### Clock distribution, run 1

Scale bar: 20 um.
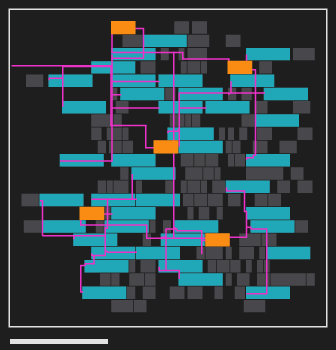
### Cell sizes after repair, run 1

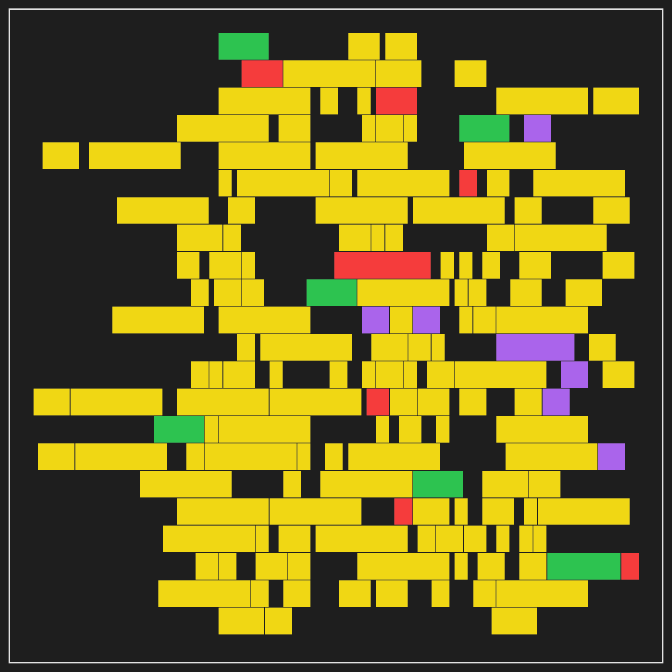
### Register map, names as in the netlist, run 1

Scale bar: 20 um.
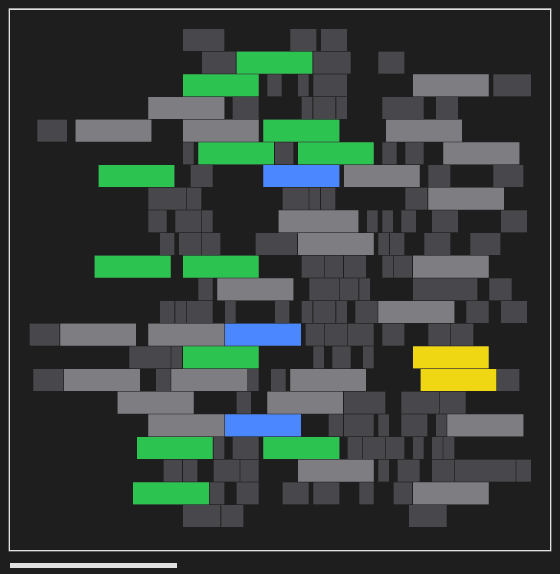
$ cat config.mk
export PLATFORM = sky130hd
export DESIGN_NAME = interrupt_arbiter
export DESIGN_NICKNAME = d
export VERILOG_FILES = /design/src/rtl/interrupt_arbiter.sv
export SDC_FILE = /design/constraint.sdc
export NUM_CORES = 1
export LEC_CHECK = 0
export CORE_MARGIN = 2
export CORE_UTILIZATION = 45
export DETAILED_ROUTE_END_ITERATION = 7
export MAX_ROUTING_LAYER = met4
export PLACE_DENSITY = 0.7
export SLEW_MARGIN = 20
export SYNTH_ARGS = -nofsm -noshare
export SYNTH_HDL_FRONTEND = slang
export SYNTH_SLANG_ARGS = --single-unit
$ cat constraint.sdc
create_clock -name clock -period 1.58 [get_ports clock]
set_input_delay 0.395 -clock clock [delete_from_list [all_inputs] [get_ports clock]]
set_output_delay 0.395 -clock clock [all_outputs]
set_load 0.01 [all_outputs]
$ cat src/rtl/interrupt_arbiter.sv
// interrupt_arbiter: synchronise/debounce three interrupt buttons, latch pending requests, fixed-priority issue with guard interval.
// Build option: define IRQ_NESTING_EN to let a higher pending line preempt a lower in-service line.
module interrupt_arbiter #(
    parameter int DEBOUNCE = 4,
    parameter int GUARD    = 3
) (
    input  logic       clock,
    input  logic       resetButton,
    input  logic [2:0] request,
    input  logic       interruptEnd,
    output logic       interrupted,
    output logic [2:0] interruptOut,
    output logic [2:0] pending,
    output logic       spuriousEnd
);
    typedef enum logic [1:0] {S_IDLE, S_ISSUE, S_GUARD} state_t;

    state_t          state_q, state_d;
    logic [2:0]      sync1_q, sync2_q, deb_q, deb_d, deb_prev_q;
    logic [2:0][3:0] cnt_q, cnt_d;
    logic [2:0]      pend_q, pend_d, svc_q, svc_d, out_q, out_d, sel_q, sel_d;
    logic [2:0]      gcnt_q, gcnt_d;
    logic            spur_q, spur_d;
    logic [2:0]      rise, hi_pend, hi_svc, end_clr;
    logic            can_issue;

    function automatic logic [2:0] hi1(input logic [2:0] v);
        return v[2] ? 3'b100 : v[1] ? 3'b010 : v[0] ? 3'b001 : 3'b000;
    endfunction

    assign rise    = deb_q & ~deb_prev_q;
    assign hi_pend = hi1(pend_q);
    assign hi_svc  = hi1(svc_q);
    assign end_clr = interruptEnd ? hi_svc : 3'b000;

`ifdef IRQ_NESTING_EN
    // One-hot values compare numerically in priority order; an empty in-service set is 0.
    assign can_issue = hi_pend > hi_svc;
`else
    assign can_issue = (svc_q == 3'b000) && (pend_q != 3'b000);
`endif

    // Debounce: count consecutive mismatches, toggle the debounced level on the last one.
    always_comb begin
        cnt_d = cnt_q;
        deb_d = deb_q;
        for (int i = 0; i < 3; i++) begin
            if (sync2_q[i] == deb_q[i]) begin
                cnt_d[i] = 4'd0;
            end else if (cnt_q[i] == 4'(DEBOUNCE - 1)) begin
                cnt_d[i] = 4'd0;
                deb_d[i] = ~deb_q[i];
            end else begin
                cnt_d[i] = cnt_q[i] + 4'd1;
            end
        end
    end

    // Arbitration FSM, pending/in-service bookkeeping and retire handling.
    always_comb begin
        state_d = state_q;
        sel_d   = sel_q;
        gcnt_d  = gcnt_q;
        svc_d   = svc_q & ~end_clr;
        pend_d  = pend_q | rise;
        spur_d  = spur_q | (interruptEnd && svc_q == 3'b000);
        case (state_q)
            S_IDLE: begin
                if (can_issue && !interruptEnd) begin
                    state_d = S_ISSUE;
                    sel_d   = hi_pend;
                end
            end
            S_ISSUE: begin
                svc_d   = (svc_q & ~end_clr) | sel_q;
                pend_d  = (pend_q & ~sel_q) | rise;
                gcnt_d  = 3'd0;
                state_d = S_GUARD;
            end
            S_GUARD: begin
                if (gcnt_q == 3'(GUARD - 1)) state_d = S_IDLE;
                else gcnt_d = gcnt_q + 3'd1;
            end
            default: state_d = S_IDLE;
        endcase
        out_d = hi1(svc_d);
    end

    // State registers; reset drops everything at once, abandoning any issue in progress.
    always_ff @(posedge clock or negedge resetButton) begin
        if (!resetButton) begin
            state_q    <= S_IDLE;
            sync1_q    <= '0;
            sync2_q    <= '0;
            deb_q      <= '0;
            deb_prev_q <= '0;
            cnt_q      <= '0;
            pend_q     <= '0;
            svc_q      <= '0;
            out_q      <= '0;
            sel_q      <= '0;
            gcnt_q     <= '0;
            spur_q     <= 1'b0;
        end else begin
            state_q    <= state_d;
            sync1_q    <= request;
            sync2_q    <= sync1_q;
            deb_q      <= deb_d;
            deb_prev_q <= deb_q;
            cnt_q      <= cnt_d;
            pend_q     <= pend_d;
            svc_q      <= svc_d;
            out_q      <= out_d;
            sel_q      <= sel_d;
            gcnt_q     <= gcnt_d;
            spur_q     <= spur_d;
        end
    end

    assign interrupted  = (state_q == S_ISSUE);
    assign interruptOut = out_q;
    assign pending      = pend_q;
    assign spuriousEnd  = spur_q;
endmodule

==> qor.yml, run 1 <==
outcome: "complete, no violations"
tapCellCount: 48
max_freq_mhz: 655
dr.pass1.iters: 3
top_power_group: "registers"
clkTransAtPathRegs_ns: 0.07
cts_buffers: 5
drc: 0
pg_comb_uw: 980
fp_nets: 148
placementRows: 22
num-multi-input-gates: 84
crit_buf_inv: 1
ys_warn_count: 0
clockBufferDepth: 2
dieArea_mm2: 0.00420
yosysSeqAreaShare: 0.617
dieWidth_um: 64.8
antenna_found_initial: 0
core_area_mm2: 0.00361
worst_slew_pin_slew_ns: 0.376
power.share.sequential: 0.491
crit_type: "reg2out"
synth_area_mm2: 0.00166
finalSetupTns_ns: 0
hp-class: "in2async"
sh_comb_area: 0.294
synthCells: 137
drv_cap: 0
r2r-end: "gcnt_q[1]"
fin_crit_ns: 1.53
path_cells: "clkdlybuf4s50_1"
inverters: 8
rsz0062_at_grt: "no"
cpLargestDelayFamily: "buffers and inverters"
drtIter0Drc: 54
antenna_cells: 0
switching_power_uw: 1040
power_density_mw_per_mm2: 1620
About 'Clock distribution':
legend:
  flip-flops:
    colour: cyan
    count: 41
  clock drivers:
    colour: orange
    count: 5
  clock wires:
    colour: magenta
    length: 447 um
routed clock nets: 6

About 'Cell sizes after repair':
legend:
  _0 and _1 cells:
    colour: yellow
    cells: 141
    share: 88%
    most_used: dfrtp_1
  _2 cells:
    colour: red
    cells: 7
    share: 4.3%
  _3 and _4 cells:
    colour: purple
    cells: 7
    share: 4.3%
    most_used: buf_4
  _6 and larger:
    colour: green
    cells: 6
    share: 3.7%
    most_used: clkbuf_8
Area Growth Syn to Fin: 17.9%
Repair and plain buffers: 20
final worst setup slack: 0.0526 ns
Design Area, Final: 0.00196 mm2

About 'Register map, names as in the netlist':
legend:
  cnt_q:
    colour: green
    sequential_cells: 12
  state_q:
    colour: yellow
    sequential_cells: 2
  deb_prev_q:
    colour: blue
    sequential_cells: 3
sequential share of cell area: 0.524
final design utilization: 0.544
Seq group: 1560 uW
Sequential Area: 0.00103 mm2

run 1: registers in the layout (all words and copies together) (netlist names), 2 cells and up:
signal,cells
pending,3
deb_q,3
sel_q,3
gcnt_q,3
svc_q,2
sync1_q,3
sync2_q,3
deb_prev_q,3
state_q,2
interruptOut,3
cnt_q,12
run 1: repair_timing:
item / CTS / global route
endpoints found under the hold margin: 0 / 0
resized: 7 / 1
buffers inserted: 2 / 0
hold buffers: 0 / 0
endpoints found under the setup margin: 6 / 1
run 1: cell usage after synthesis:
master / n
o21ai_0: 7
inv_1: 8
buf_2: 1
or3b_1: 1
buf_6: 1
a21oi_1: 3
nand3b_1: 4
o21bai_1: 2
and2b_1: 1
buf_4: 2
nand2b_1: 4
xnor2_1: 3
a31oi_1: 2
a22o_1: 2
o2bb2ai_1: 1
nor4_4: 1
o311ai_0: 2
nor3_1: 3
or2_2: 1
nand3_1: 3
mux2_2: 2
dfrtp_1: 41
nor2_1: 8
xor2_1: 3
ha_1: 5
nor4bb_1: 1
nor3b_1: 4
nand2_1: 9
nor2b_1: 6
a32o_1: 1
o211ai_1: 5
run 1: metal layers:
metal  global-route usage  wire length (um)
met1                0.157              1100
met2                0.263              1350
met3               0.0521               114
met4               0.0638                50
met5                    -                 0
run 1: stage by stage:
step	power (uW)	instance area, um2
after floorplan	2230	1660
after global placement	2510	1870
after detailed placement	2580	1870
after CTS	3230	1960
after global routing	3430	1960
final	3180	1960
run 1: cells by family after synthesis:
| group | Yosys count | share of synthesized area |
|---|---|---|
| xor+xnor | 6 | 0.0316 |
| compound gates | 25 | 0.102 |
| flops | 41 | 0.617 |
| buf+inv | 12 | 0.0368 |
| fa+ha+maj | 5 | 0.0376 |
| mux | 2 | 0.0135 |
| simple gates | 46 | 0.162 |
run 1: worst min path at each step:
stage | depth (start not counted) | slack [ns] | endpoint
after CTS | 2 | 0.06 | cnt_q[11]
after global routing | 2 | 0.08 | deb_prev_q[1]
after detailed placement | 0 | 0.34 | sync2_q[2]
after floorplan | 0 | 0.1 | cnt_q[0]
final | 2 | 0.06 | gcnt_q[1]
after global placement | 0 | 0.33 | sync2_q[1]
run 1: layout by cell type (no fill, tap or decap), types with 2 or more instances in the layout:
| cell type | count |
|---|---|
| clkdlybuf4s50_1 | 5 |
| mux2_2 | 2 |
| dlygate4sd2_1 | 6 |
| buf_4 | 6 |
| a21oi_1 | 3 |
| nor3_1 | 3 |
| nand3b_1 | 4 |
| o21bai_1 | 2 |
| xor2_1 | 3 |
| clkinv_2 | 2 |
| ha_1 | 5 |
| nor2_1 | 8 |
| nor2b_1 | 6 |
| xnor2_1 | 3 |
| nand2b_1 | 4 |
| a31oi_1 | 2 |
| a22o_1 | 2 |
| nand3_1 | 3 |
| nand2_1 | 9 |
| clkbuf_8 | 5 |
| o21ai_0 | 7 |
| o311ai_0 | 2 |
| o211ai_1 | 5 |
| dfrtp_1 | 40 |
| inv_1 | 8 |
| nor3b_1 | 4 |
==> run 2, diff against run 1 <==
--- a/config.mk
+++ b/config.mk
@@ -10,6 +10,7 @@
 export DETAILED_ROUTE_END_ITERATION = 7
 export MAX_ROUTING_LAYER = met4
 export PLACE_DENSITY = 0.7
+export SETUP_SLACK_MARGIN = 0.5
 export SLEW_MARGIN = 20
 export SYNTH_ARGS = -nofsm -noshare
 export SYNTH_HDL_FRONTEND = slang
### Cell sizes after repair, run 2

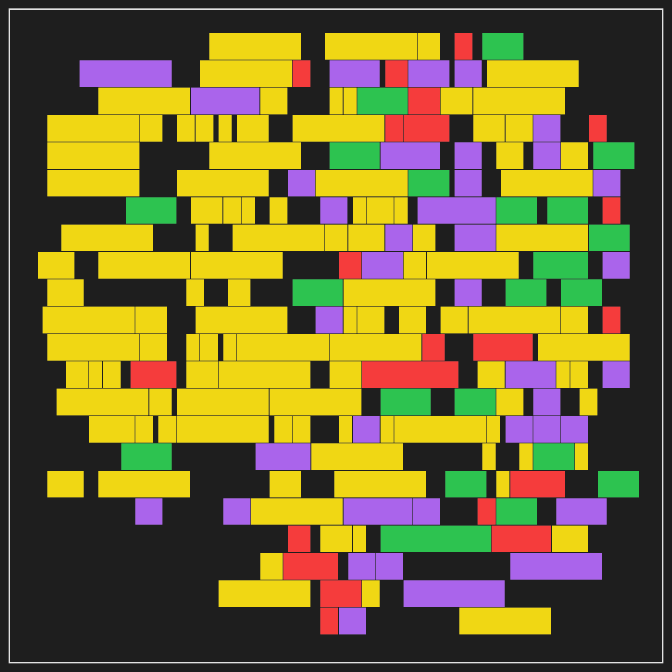
legend:
  _6 and larger:
    colour: green
    cells: 21
    share: 11%
    most_used: buf_6
  _3 and _4 cells:
    colour: purple
    cells: 38
    share: 20%
    most_used: buf_4
  _0 and _1 cells:
    colour: yellow
    cells: 110
    share: 58%
    most_used: dfrtp_1
  _2 cells:
    colour: red
    cells: 21
    share: 11%
    most_used: buf_2

### Cell placement, run 2

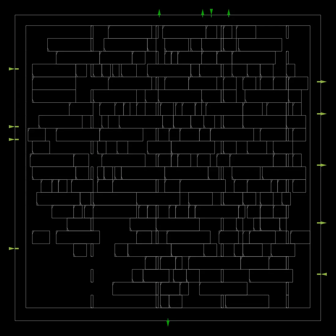
FP Rows: 22
tap cells: 48
final cell count without fillers: 238
Core Region: 0.00361 mm2
sequential share of cell area: 0.430

==> run 2 against run 1 <==
Power is 35% higher. Combinational power rose by 88%. Clock power rose by 37%. Via count rose by 16%. First-iteration DRC count decreased by 31%. Highest routed layer unchanged. Clock skew increased by 0.0040 ns. Critical path type unchanged. Fmax rose by 7.8%. Cell area increased by 22%. Synthesized area unchanged. Setup slack better by 0.11 ns.
==> qor.yml, run 2 <==
power_density_mw_per_mm2: 1800  # +11%
yosysSeqAreaShare: 0.617  # unchanged
common_cells: "dfrtp_1, nand2_1, inv_1, nor2_1, o21ai_0"
dr.pass1.iters: 4  # +1
finalSetupTns_ns: 0  # unchanged
clkTransAtPathRegs_ns: 0.08  # about the same
drtIter0Drc: 37  # -31%
edf_count: 0  # unchanged
cts_buffers: 5  # unchanged
gr-usage-met3: 0.0451  # -0.00694
ys_warn_count: 0  # unchanged
fp_nets: 148  # unchanged
yosysMostFrequentCell: "dfrtp_1"
fin_crit_ns: 1.42  # -0.110 ns
grtUsageMet2: 0.332  # +0.0696
use_met1: 0.217  # +0.0594
synth-main-ff-cell: "dfrtp_1"
synth_area_mm2: 0.00166  # unchanged
hp-class: "in2async"
drc: 0  # unchanged
outcome: "complete, no violations"
r2r-end: "interruptOut[0]"
cpLargestDelayFamily: "flip-flops"
worst_slew_pin_slew_ns: 0.385  # +0.00988 ns
crit_buf_inv: 1  # unchanged
dieWidth_um: 64.8  # unchanged
rsz0062_at_grt: "yes"
antenna_cells: 0  # unchanged
### Register map, names as in the netlist, run 2

Scale bar: 20 um.
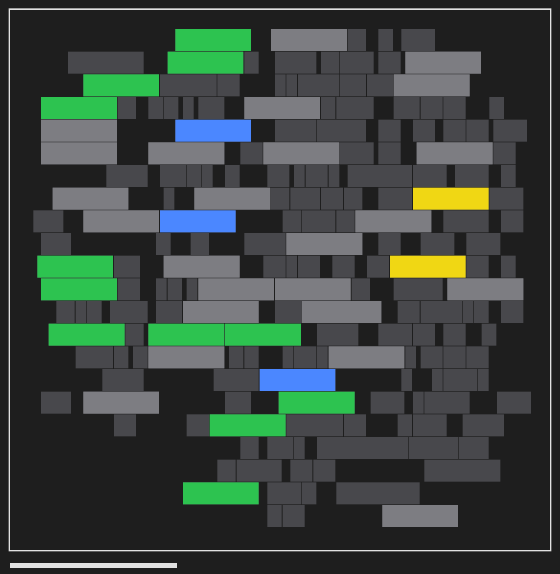
final design utilization: 0.663
Seq group: 1590 uW

-- run 2: cell counts after synthesis --
Identical to the previous run, type by type.
-- run 2: stage by stage --
| step | setup slack [ns] | cell area, um2 |
|---|---|---|
| final | 0.163 | 2390 |
| after global routing | 0.102 | 2390 |
| after CTS | 0.141 | 2220 |
| after detailed placement | -0.225 | 1890 |
| after global placement | -0.195 | 1890 |
| after floorplan | 0.292 | 1690 |
-- run 2: cell type report --
cell class	instances	area, um2
Sequential cell	41	1030
Clock inverter	2	37.5
Inverter	8	30.0
Fill cell	277	1220
Clock buffer	6	82.6
Tap cell	48	60.1
Multi-Input combinational cell	84	739
Timing Repair Buffer	49	413
-- run 2: worst min path at each step --
stage                start  slack (ns)            end  depth (start not counted)
2_1_floorplan  resetButton         0.1       cnt_q[0]                          0
3_3_place_gp   resetButton        0.33       cnt_q[3]                          1
3_5_place_dp   resetButton        0.33       cnt_q[3]                          1
4_1_cts        resetButton        0.01      cnt_q[10]                          1
5_1_grt        resetButton        0.02      cnt_q[10]                          1
6_report       resetButton       0.008  deb_prev_q[0]                          1
-- run 2: metal layers --
metal  vias to the layer above  share of wire
li1                        579              -
met1                       601           0.38
met2                        22           0.55
met3                        14          0.028
met4                         0          0.038
met5                         -              0
-- run 2: power by group through the flow --
stage | clock network (uW) | registers (uW) | logic (uW)
floorplan | 0 | 1570 | 699
global placement | 0 | 1580 | 967
detailed placement | 0 | 1610 | 1030
CTS | 900 | 1560 | 1480
global route | 946 | 1620 | 2010
finish | 879 | 1590 | 1840
-- run 2: cells by family (layout without fill, tap and decap cells) --
group,after synthesis,after routing,share of synthesized area
simple gates,46,46,0.162
flops,41,41,0.617
compound gates,25,25,0.102
buf+inv,12,65,0.0368
xor+xnor,6,6,0.0316
fa+ha+maj,5,5,0.0376
mux,2,2,0.0135
-- run 2: worst register-to-register path: stages (launching register included) --
cell     delay (ns)
dfrtp_1        0.39
and2b_1        0.18
buf_4          0.13
buf_6          0.10
buf_6          0.11
a22o_1         0.23
nor3b_2        0.15
-- run 2: repair_timing --
action,4_1_cts,5_1_grt
endpoints found under the setup margin,28,29
pin swaps,8,9
resized,60,20
setup buffers,19,10
Power is estimated from default activity; no workload was simulated.
